closeup.png
Region (121, 121) to (151, 151) um. Cells in grey, sequential cells in the stronger grey; small squares are vias.
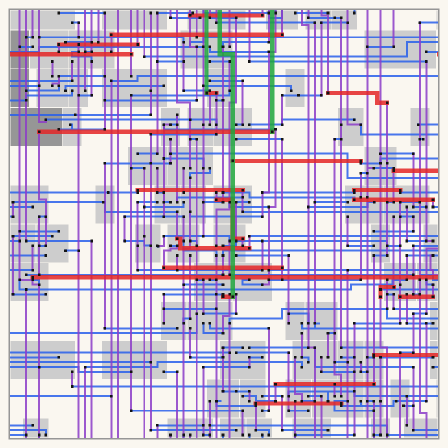
gates.png
(1.5 px per um)
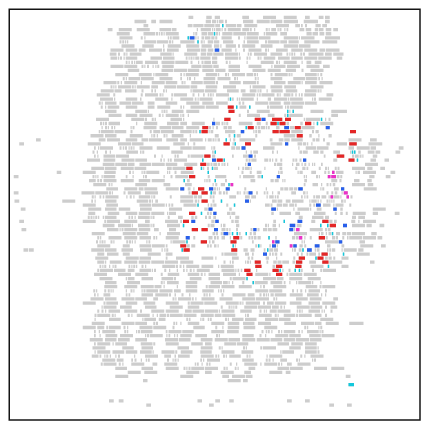
layers.png
(1.5 px per um) Two of the layers only.
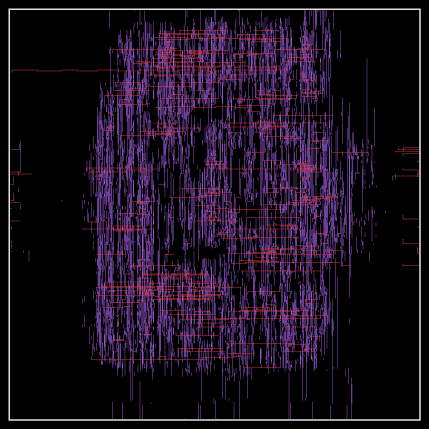
route_heat.png
(1 px per um) 27 x 27 tiles, from dark purple (low) to yellow (high), scaled to the fullest tile. Values are wire area over tile area, all layers added.
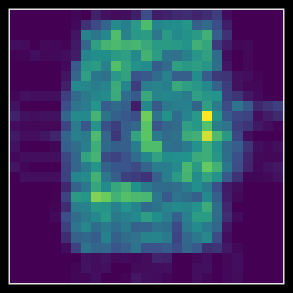
--- src/rtl/alu_pkg.sv ---
// Shared definitions for the ALU and its issue sequencer: opcodes,
// flag bit positions, instruction field layout and sequencer states.
package alu_pkg;

  localparam int NUM_OPS = 10;
  localparam int DATA_W  = 16;

  typedef enum logic [4:0] {
    OP_ADD  = 5'd0,
    OP_SUB  = 5'd1,
    OP_CMP  = 5'd2,
    OP_AND  = 5'd3,
    OP_OR   = 5'd4,
    OP_XOR  = 5'd5,
    OP_NOT  = 5'd6,
    OP_LSH  = 5'd7,
    OP_RSH  = 5'd8,
    OP_ARSH = 5'd9
  } opcode_e;

  // Flag vector layout is {C, L, F, Z, N}
  localparam int FLAG_C = 4;
  localparam int FLAG_L = 3;
  localparam int FLAG_F = 2;
  localparam int FLAG_Z = 1;
  localparam int FLAG_N = 0;

  // Instruction word: [15:11] opcode, [10:7] dest, [6:3] src, [2:0] unused
  localparam int OPC_MSB = 15;
  localparam int OPC_LSB = 11;
  localparam int DST_MSB = 10;
  localparam int DST_LSB = 7;
  localparam int SRC_MSB = 6;
  localparam int SRC_LSB = 3;

  typedef enum logic [1:0] {
    ST_IDLE,
    ST_READ,
    ST_EXEC,
    ST_WRITE
  } seq_state_e;

  function automatic logic [4:0] instrOpcode(input logic [15:0] word);
    return word[OPC_MSB:OPC_LSB];
  endfunction

  function automatic logic [3:0] instrDest(input logic [15:0] word);
    return word[DST_MSB:DST_LSB];
  endfunction

  function automatic logic [3:0] instrSrc(input logic [15:0] word);
    return word[SRC_MSB:SRC_LSB];
  endfunction

endpackage

--- src/rtl/alu.sv ---
// Combinational ALU: Out = Rdest op Rsrc. ADD/SUB report carry/borrow and
// signed overflow; CMP reports equality and unsigned/signed less-than.
module ALU
  import alu_pkg::*;
(
  input  logic [15:0] Rsrc,
  input  logic [15:0] Rdest,
  input  logic [4:0]  OpCode,
  output logic [15:0] Out,
  output logic [4:0]  Flags
);

  logic [16:0] wide;

  // Result and flag generation, all flags zero unless the opcode defines them
  always_comb begin
    Out   = '0;
    Flags = '0;
    wide  = '0;
    case (OpCode)
      OP_ADD: begin
        wide          = {1'b0, Rdest} + {1'b0, Rsrc};
        Out           = wide[15:0];
        Flags[FLAG_C] = wide[16];
        Flags[FLAG_F] = (Rdest[15] == Rsrc[15]) && (wide[15] != Rdest[15]);
      end
      OP_SUB: begin
        wide          = {1'b0, Rdest} - {1'b0, Rsrc};
        Out           = wide[15:0];
        Flags[FLAG_C] = wide[16];
        Flags[FLAG_F] = (Rdest[15] != Rsrc[15]) && (wide[15] != Rdest[15]);
      end
      OP_CMP: begin
        Out           = Rdest - Rsrc;
        Flags[FLAG_Z] = (Rdest == Rsrc);
        Flags[FLAG_L] = (Rdest < Rsrc);
        Flags[FLAG_N] = ($signed(Rdest) < $signed(Rsrc));
      end
      OP_AND:  Out = Rdest & Rsrc;
      OP_OR:   Out = Rdest | Rsrc;
      OP_XOR:  Out = Rdest ^ Rsrc;
      OP_NOT:  Out = ~Rsrc;
      OP_LSH:  Out = Rdest << Rsrc[3:0];
      OP_RSH:  Out = Rdest >> Rsrc[3:0];
      OP_ARSH: Out = $signed(Rdest) >>> Rsrc[3:0];
      default: Out = '0;
    endcase
  end

endmodule

--- src/rtl/alu_sequencer_regfile16.sv ---
// 16 x 16-bit register file: one write port, two operand read ports and a
// debug read port, all reads combinational.
module regfile16 (
  input  logic        clk,
  input  logic        reset,
  input  logic        we_i,
  input  logic [3:0]  waddr_i,
  input  logic [15:0] wdata_i,
  input  logic [3:0]  raddrA_i,
  output logic [15:0] rdataA_o,
  input  logic [3:0]  raddrB_i,
  output logic [15:0] rdataB_o,
  input  logic [3:0]  dbgAddr_i,
  output logic [15:0] dbgData_o
);

  logic [15:0] mem_q [16];

  // Storage: cleared on reset, single write per clock
  always_ff @(posedge clk or posedge reset) begin
    if (reset) begin
      for (int i = 0; i < 16; i++) begin
        mem_q[i] <= '0;
      end
    end else if (we_i) begin
      mem_q[waddr_i] <= wdata_i;
    end
  end

  assign rdataA_o  = mem_q[raddrA_i];
  assign rdataB_o  = mem_q[raddrB_i];
  assign dbgData_o = mem_q[dbgAddr_i];

endmodule

--- src/rtl/alu_sequencer.sv ---
// Four-state issue controller for the ALU: accept an instruction, read its
// operands, execute, then write back the result and/or latch the flags.
module alu_sequencer
  import alu_pkg::*;
#(
  parameter int NUM_OPS = alu_pkg::NUM_OPS
) (
  input  logic        clk,
  input  logic        reset,
  input  logic [15:0] instr,
  input  logic        instr_valid,
  output logic        instr_ready,
  input  logic        ld_en,
  input  logic [3:0]  ld_addr,
  input  logic [15:0] ld_data,
  input  logic [3:0]  dbg_addr,
  output logic [15:0] dbg_data,
  output logic [4:0]  psr,
  output logic        done,
  output logic        err
);

  seq_state_e  state_q, state_d;
  logic [4:0]  opcode_q;
  logic [3:0]  dest_q, src_q;
  logic [15:0] opA_q, opB_q, result_q;
  logic [4:0]  flags_q, psr_q;
  logic        done_q, done_d, err_q, err_d;
  logic        accept, illegal, psrWe;
  logic        rfWe;
  logic [3:0]  rfWaddr;
  logic [15:0] rfWdata;
  logic [15:0] rdA, rdB;
  logic [15:0] aluOut;
  logic [4:0]  aluFlags;
  logic [2:0]  unusedInstrBits;

  assign unusedInstrBits = instr[2:0];
  assign accept          = (state_q == ST_IDLE) && instr_valid;
  assign illegal         = (int'(opcode_q) >= NUM_OPS);

  regfile16 uRegfile (
    .clk       (clk),
    .reset     (reset),
    .we_i      (rfWe),
    .waddr_i   (rfWaddr),
    .wdata_i   (rfWdata),
    .raddrA_i  (src_q),
    .rdataA_o  (rdA),
    .raddrB_i  (dest_q),
    .rdataB_o  (rdB),
    .dbgAddr_i (dbg_addr),
    .dbgData_o (dbg_data)
  );

  ALU uAlu (
    .Rsrc   (opA_q),
    .Rdest  (opB_q),
    .OpCode (opcode_q),
    .Out    (aluOut),
    .Flags  (aluFlags)
  );

  // Control state, flag register and retirement pulses
  always_ff @(posedge clk or posedge reset) begin
    if (reset) begin
      state_q <= ST_IDLE;
      psr_q   <= '0;
      done_q  <= 1'b0;
      err_q   <= 1'b0;
    end else begin
      state_q <= state_d;
      done_q  <= done_d;
      err_q   <= err_d;
      if (psrWe) begin
        psr_q <= flags_q;
      end
    end
  end

  // Datapath registers: instruction fields on accept, operands in READ, ALU result in EXEC
  always_ff @(posedge clk or posedge reset) begin
    if (reset) begin
      opcode_q <= '0;
      dest_q   <= '0;
      src_q    <= '0;
      opA_q    <= '0;
      opB_q    <= '0;
      result_q <= '0;
      flags_q  <= '0;
    end else begin
      if (accept) begin
        opcode_q <= instrOpcode(instr);
        dest_q   <= instrDest(instr);
        src_q    <= instrSrc(instr);
      end
      if (state_q == ST_READ) begin
        opA_q <= rdA;
        opB_q <= rdB;
      end
      if (state_q == ST_EXEC) begin
        result_q <= aluOut;
        flags_q  <= aluFlags;
      end
    end
  end

  // Next state, register-file write port steering and write-back decisions
  always_comb begin
    state_d = state_q;
    rfWe    = 1'b0;
    rfWaddr = ld_addr;
    rfWdata = ld_data;
    psrWe   = 1'b0;
    done_d  = 1'b0;
    err_d   = 1'b0;
    case (state_q)
      ST_IDLE: begin
        if (instr_valid) begin
          state_d = ST_READ;
        end else if (ld_en) begin
          rfWe = 1'b1;
        end
      end
      ST_READ: state_d = ST_EXEC;
      ST_EXEC: state_d = ST_WRITE;
      ST_WRITE: begin
        state_d = ST_IDLE;
        done_d  = 1'b1;
        rfWaddr = dest_q;
        rfWdata = result_q;
        if (illegal) begin
          err_d = 1'b1;
        end else begin
          case (opcode_q)
            OP_ADD, OP_SUB: begin
              rfWe  = 1'b1;
              psrWe = 1'b1;
            end
            OP_CMP:  psrWe = 1'b1;
            default: rfWe = 1'b1;
          endcase
        end
      end
      default: state_d = ST_IDLE;
    endcase
  end

  assign instr_ready = (state_q == ST_IDLE);
  assign psr         = psr_q;
  assign done        = done_q;
  assign err         = err_q;

endmodule

--- config.mk ---
export PLATFORM = sky130hd
export DESIGN_NAME = alu_sequencer
export DESIGN_NICKNAME = d
export VERILOG_FILES = /design/src/rtl/alu_pkg.sv /design/src/rtl/alu.sv /design/src/rtl/alu_sequencer_regfile16.sv /design/src/rtl/alu_sequencer.sv
export SDC_FILE = /design/constraint.sdc
export NUM_CORES = 1
export LEC_CHECK = 0
export CORE_MARGIN = 2
export CORE_UTILIZATION = 30
export CTS_BUF_LIST = sky130_fd_sc_hd__clkbuf_8
export DETAILED_ROUTE_END_ITERATION = 12
export GPL_TIMING_DRIVEN = 0
export REMOVE_ABC_BUFFERS = 1
export SETUP_SLACK_MARGIN = 0.5
export SYNTH_ARGS = -nofsm -noshare
export SYNTH_HDL_FRONTEND = slang
export SYNTH_SLANG_ARGS = --single-unit
--- constraint.sdc ---
create_clock -name clk -period 13.5 [get_ports clk]
set_input_delay 2.7 -clock clk [delete_from_list [all_inputs] [get_ports clk]]
set_output_delay 2.7 -clock clk [all_outputs]
set_load 0.02 [all_outputs]
==> run notes <==
fresh numbers from the pnr run: final period demand of the worst path=7.86 ns, number of nets in the layout=2077, Main area contributors=dfrtp_1 (38%), mux4_2 (26%), a21oi_1 (7.3%), cell with the biggest individual delay on the critical path=clkdlybuf4s50_1, dpl cells=2868, clock sink count=331, number of remaining DRC errors=0, number of buffers inserted to repair setup after CTS=0, Worst Tran Pin Value=1.34 ns, total die area=74500 um^2, data arrival time at the worst-slack endpoint=5.16 ns, FF/Latch Area=8310 um^2, Hold WC Path Type=reg -> reg, non-filler cells in the finished layout=2970, critical path type=in -> out, number of buffers created by CTS=56, vertical die dimension=273 um, drt first pass iters=6, count of flip-flops with a built-in enable after synthesis=0, worst reg2reg path endpoint=result_q[8]$_DFFE_PP0P_, vias per inst=5.74, number of distinct standard cells referenced by the synthesized netlist=77, post-synthesis share of cell area spent on full adders, half adders and majority gates=3.36%, final clock period utilization by the worst path=58.2%, most frequently used flop master after synthesis=dfrtp_1, area of the mapped netlist=21700 um^2, maximum buffer depth of the clock tree=3, met3 routing resource usage after global routing=3.42%, sort of element at the start of the critical path=primary input, number of antenna violations at the first check in global routing=0, wire length per cell=24.1 um, yosys xor share=0.283%, Seq pwr share=32.7%, number of gates resized after CTS=0, async set or reset register ratio after synthesis=100%, static leakage=0.00986 uW, number of placement rows=98, Switching Share=43.6%, global-route wire length before repair=109000 um, via count=17100, Critical Path Sink=dbg_data[15], initial cell density of the core=30.3%, total global routing overflow=0, post-synthesis register bit count=331, Yosys top cell by area=dfrtp_1, layout overhead on the synthesized area=14.6%, Worst-path clk slew=0.06 ns, total number of yosys warnings=0, fraction of power consumed by combinational cells=52.2%, pins over their slew limit=0, unrepaired setup endpoints after global routing=no, crit end category=primary output, initial DRC count=1761, startpoint of the lowest-slack register-to-register path=opA_q[2]$_DFFE_PP0N_, dominant combinational cell family by area after synthesis=multiplexers, Antenna Cells=0, simple-gate portion of the synthesized area=9.97%, worst path cell trace=buf_6 > buf_16 > mux4_2 > mux4_2 > clkdlybuf4s50_1, proportion of power drawn by the clock network=15.1%, Max-slew headroom=7.88%, Clock H-tree levels=2, routing layer with the top usage in global route=met2, power density of the placed cells=264 nW/um^2, Layout Skew=0.0298 ns, tally of filler cells in the layout=6970, post-cts hold-fix buffer tally=0, post-route antenna net violation count=0, post-synthesis average cell area=10.8 um^2, maximum number of pins on one net before global-route repair=121, post-synthesis compound-gate area fraction=14.3%, via count of the first global-routing pass=17100, CTS root buf=clkbuf_8, GRT Resource Usage Total=19.3%, CTS tree=built, commonest cells in the synthesized netlist=nor2_1 (349), dfrtp_1 (331), a21oi_1 (316), Worst R2R Setup Slack=9.01 ns, total tool warning count=72, maximum clock rate=127 MHz, instance tally after logic synthesis=2004, count of max-cap constraint violations=0, Top cell by count, worst path=mux4_2, logic area=12600 um^2, horizontal die dimension=273 um, Hold Fails Final Rpt=0, MUX share of area=29.3%, Clk Latency, worst-skew pair=0.66 ns, number of I/O port buffers=64, worst setup path startpoint=dbg_addr[0], number of top-level pins=68, global-route track usage on met1=26.1%, synthesized chip area reported by yosys=21700 um^2, maximum net fanout on the critical path=51, total chip power=6570 uW, net switching component of the power=2860 uW, status=complete, no violations, Top-area cell share=38.2%, area of the core=71500 um^2, internal power=3700 uW, Final HPWL DP=48200 um, cell with the most instances after synthesis=nor2_1, required time of the critical path=10.80 ns, layout cell share with drive strength beyond 1=22.4%, routability-driven placement congestion ratio=0.934, met2 capacity usage during global routing=31.1%, R2R cell count=9, largest stage delay on the critical path=0.59 ns, number of standard cells reported by yosys=2004, final setup violation count=0, share of synthesized area occupied by flip-flops and latches=38.2%, maximum vdd ir drop=0.127 mV, drt total wl=71500 um
Back to the opening pictures, closeup.png:
Key: M2 = purple; M4 = green; M1 = blue; M3 = red
Most frequent: a21oi_1 (9), ha_1 (7), inv_1 (6). Sequential cells in the window: 0. 66 logic cells have their middle in the window.

Back to the opening pictures, gates.png:
Key: fa/ha/maj cells = red [cells 57, most used ha_1]; and/or cells = magenta [cells 11, most used and2_1, where right middle]; inv cells = cyan [cells 60, most used inv_1]; non-inverting ao/oa cells = blue [cells 43, most used a211o_1]

Back to the opening pictures, layers.png:
Key: M3 = red [wire length 5410 um]; M2 = purple [wire length 33.9 mm]

Back to the opening pictures, route_heat.png:
16% of the tiles are over half the peak. 28% of the tiles are nearly empty. The mean over all tiles is 0.16. The fullest tile reaches 0.68.

cell type report:
cell class	instances	area share [%]
multi-input cells	1431	50.6
flip-flops and latches	331	33.4
inverters	60	0.936
clock buffers	78	4.32
repair buffers	96	5.33
clock inverters	24	0.664
well taps	950	4.78
through the flow:
| step | instance area [um^2] | TNS, ns | hold slack, ns | utilization [%] | worst slack (ns) |
|---|---|---|---|---|---|
| after detailed placement | 23600 | 0 | 0.477 | 33.0 | 5.65 |
| final | 24900 | 0 | 0.490 | 34.8 | 5.64 |
| after CTS | 24800 | 0 | 0.492 | 34.7 | 5.64 |
| after floorplan | 20900 | 0 | 0.451 | - | 1.63 |
| after global placement | 22800 | -722.34 | 0.471 | 31.8 | -2.24 |
| after global routing | 24900 | 0 | 0.514 | 34.8 | 5.56 |
critical path: cells and delay by family:
| family | cells | cell delay [ns] |
|---|---|---|
| multiplexers | 2 | 1.14 |
| buffers and inverters | 3 | 1.17 |
cell families after synthesis:
family | Yosys count
compound gates | 532
simple gates | 518
flops | 331
mux | 317
buf+inv | 242
fa+ha+maj | 57
xor+xnor | 7
flip-flops by register name (all words and copies together) (netlist names):
register and flops:
uRegfile.mem_q 256, opB_q 16, opcode_q 5, state_q 2
src_q 4, done 1, dest_q 4, err 1
psr 5, flags_q 5, result_q 16, opA_q 16
cells in the final DEF (no fill, tap or decap), types with 5 or more instances in the layout:
cell               n
a31oi_1            7
a221oi_1           8
mux2i_1           36
o21ai_0           73
o22ai_1           18
buf_16             9
o21a_1             5
mux2_2            25
dfrtp_1          321
a211oi_1          13
o32ai_1            5
nor3_1            21
mux4_2           252
clkbuf_8          78
o211ai_1          10
buf_12            21
a21oi_1          316
xnor2_1            6
a21o_1             8
nor2_1           331
ha_1              53
a211o_1            9
clkinv_2           8
dfrtp_2            6
nor2_4            16
nand3_1           19
nand2b_1           9
nand4_1            7
nand2_1           79
o2bb2ai_1          5
nor2b_1            8
inv_1             69
clkdlybuf4s50_1   60
how the worst min path moves through the flow:
stage,startpoint,endpoint,slack (ns),depth (start not counted)
global placement,flags_q[3]$_DFFE_PP0P_,flags_q[3]$_DFFE_PP0P_,0.47,1
floorplan,flags_q[0]$_DFFE_PP0P_,flags_q[0]$_DFFE_PP0P_,0.45,1
detailed placement,flags_q[1]$_DFFE_PP0P_,flags_q[1]$_DFFE_PP0P_,0.48,1
global route,flags_q[3]$_DFFE_PP0P_,flags_q[3]$_DFFE_PP0P_,0.51,1
finish,flags_q[1]$_DFFE_PP0P_,flags_q[1]$_DFFE_PP0P_,0.49,1
CTS,flags_q[1]$_DFFE_PP0P_,flags_q[1]$_DFFE_PP0P_,0.49,1
metal layers:
metal | share of wire (%) | vias to the layer above | wire, um
met5 | 0 | - | 0
met4 | 3.2 | 0 | 2270
met3 | 7.6 | 142 | 5410
met2 | 47 | 799 | 33900
met1 | 42 | 8679 | 29900
li1 | - | 7436 | -
power groups by stage:
stage | combinational (uW) | sequential, uW | clock (uW)
finish | 3430 | 2150 | 989
global route | 3700 | 2230 | 1060
CTS | 3410 | 2130 | 1010
detailed placement | 3400 | 2140 | 0
global placement | 3160 | 2270 | 0
floorplan | 2410 | 2000 | 0
Power and IR drop assume default switching activity.
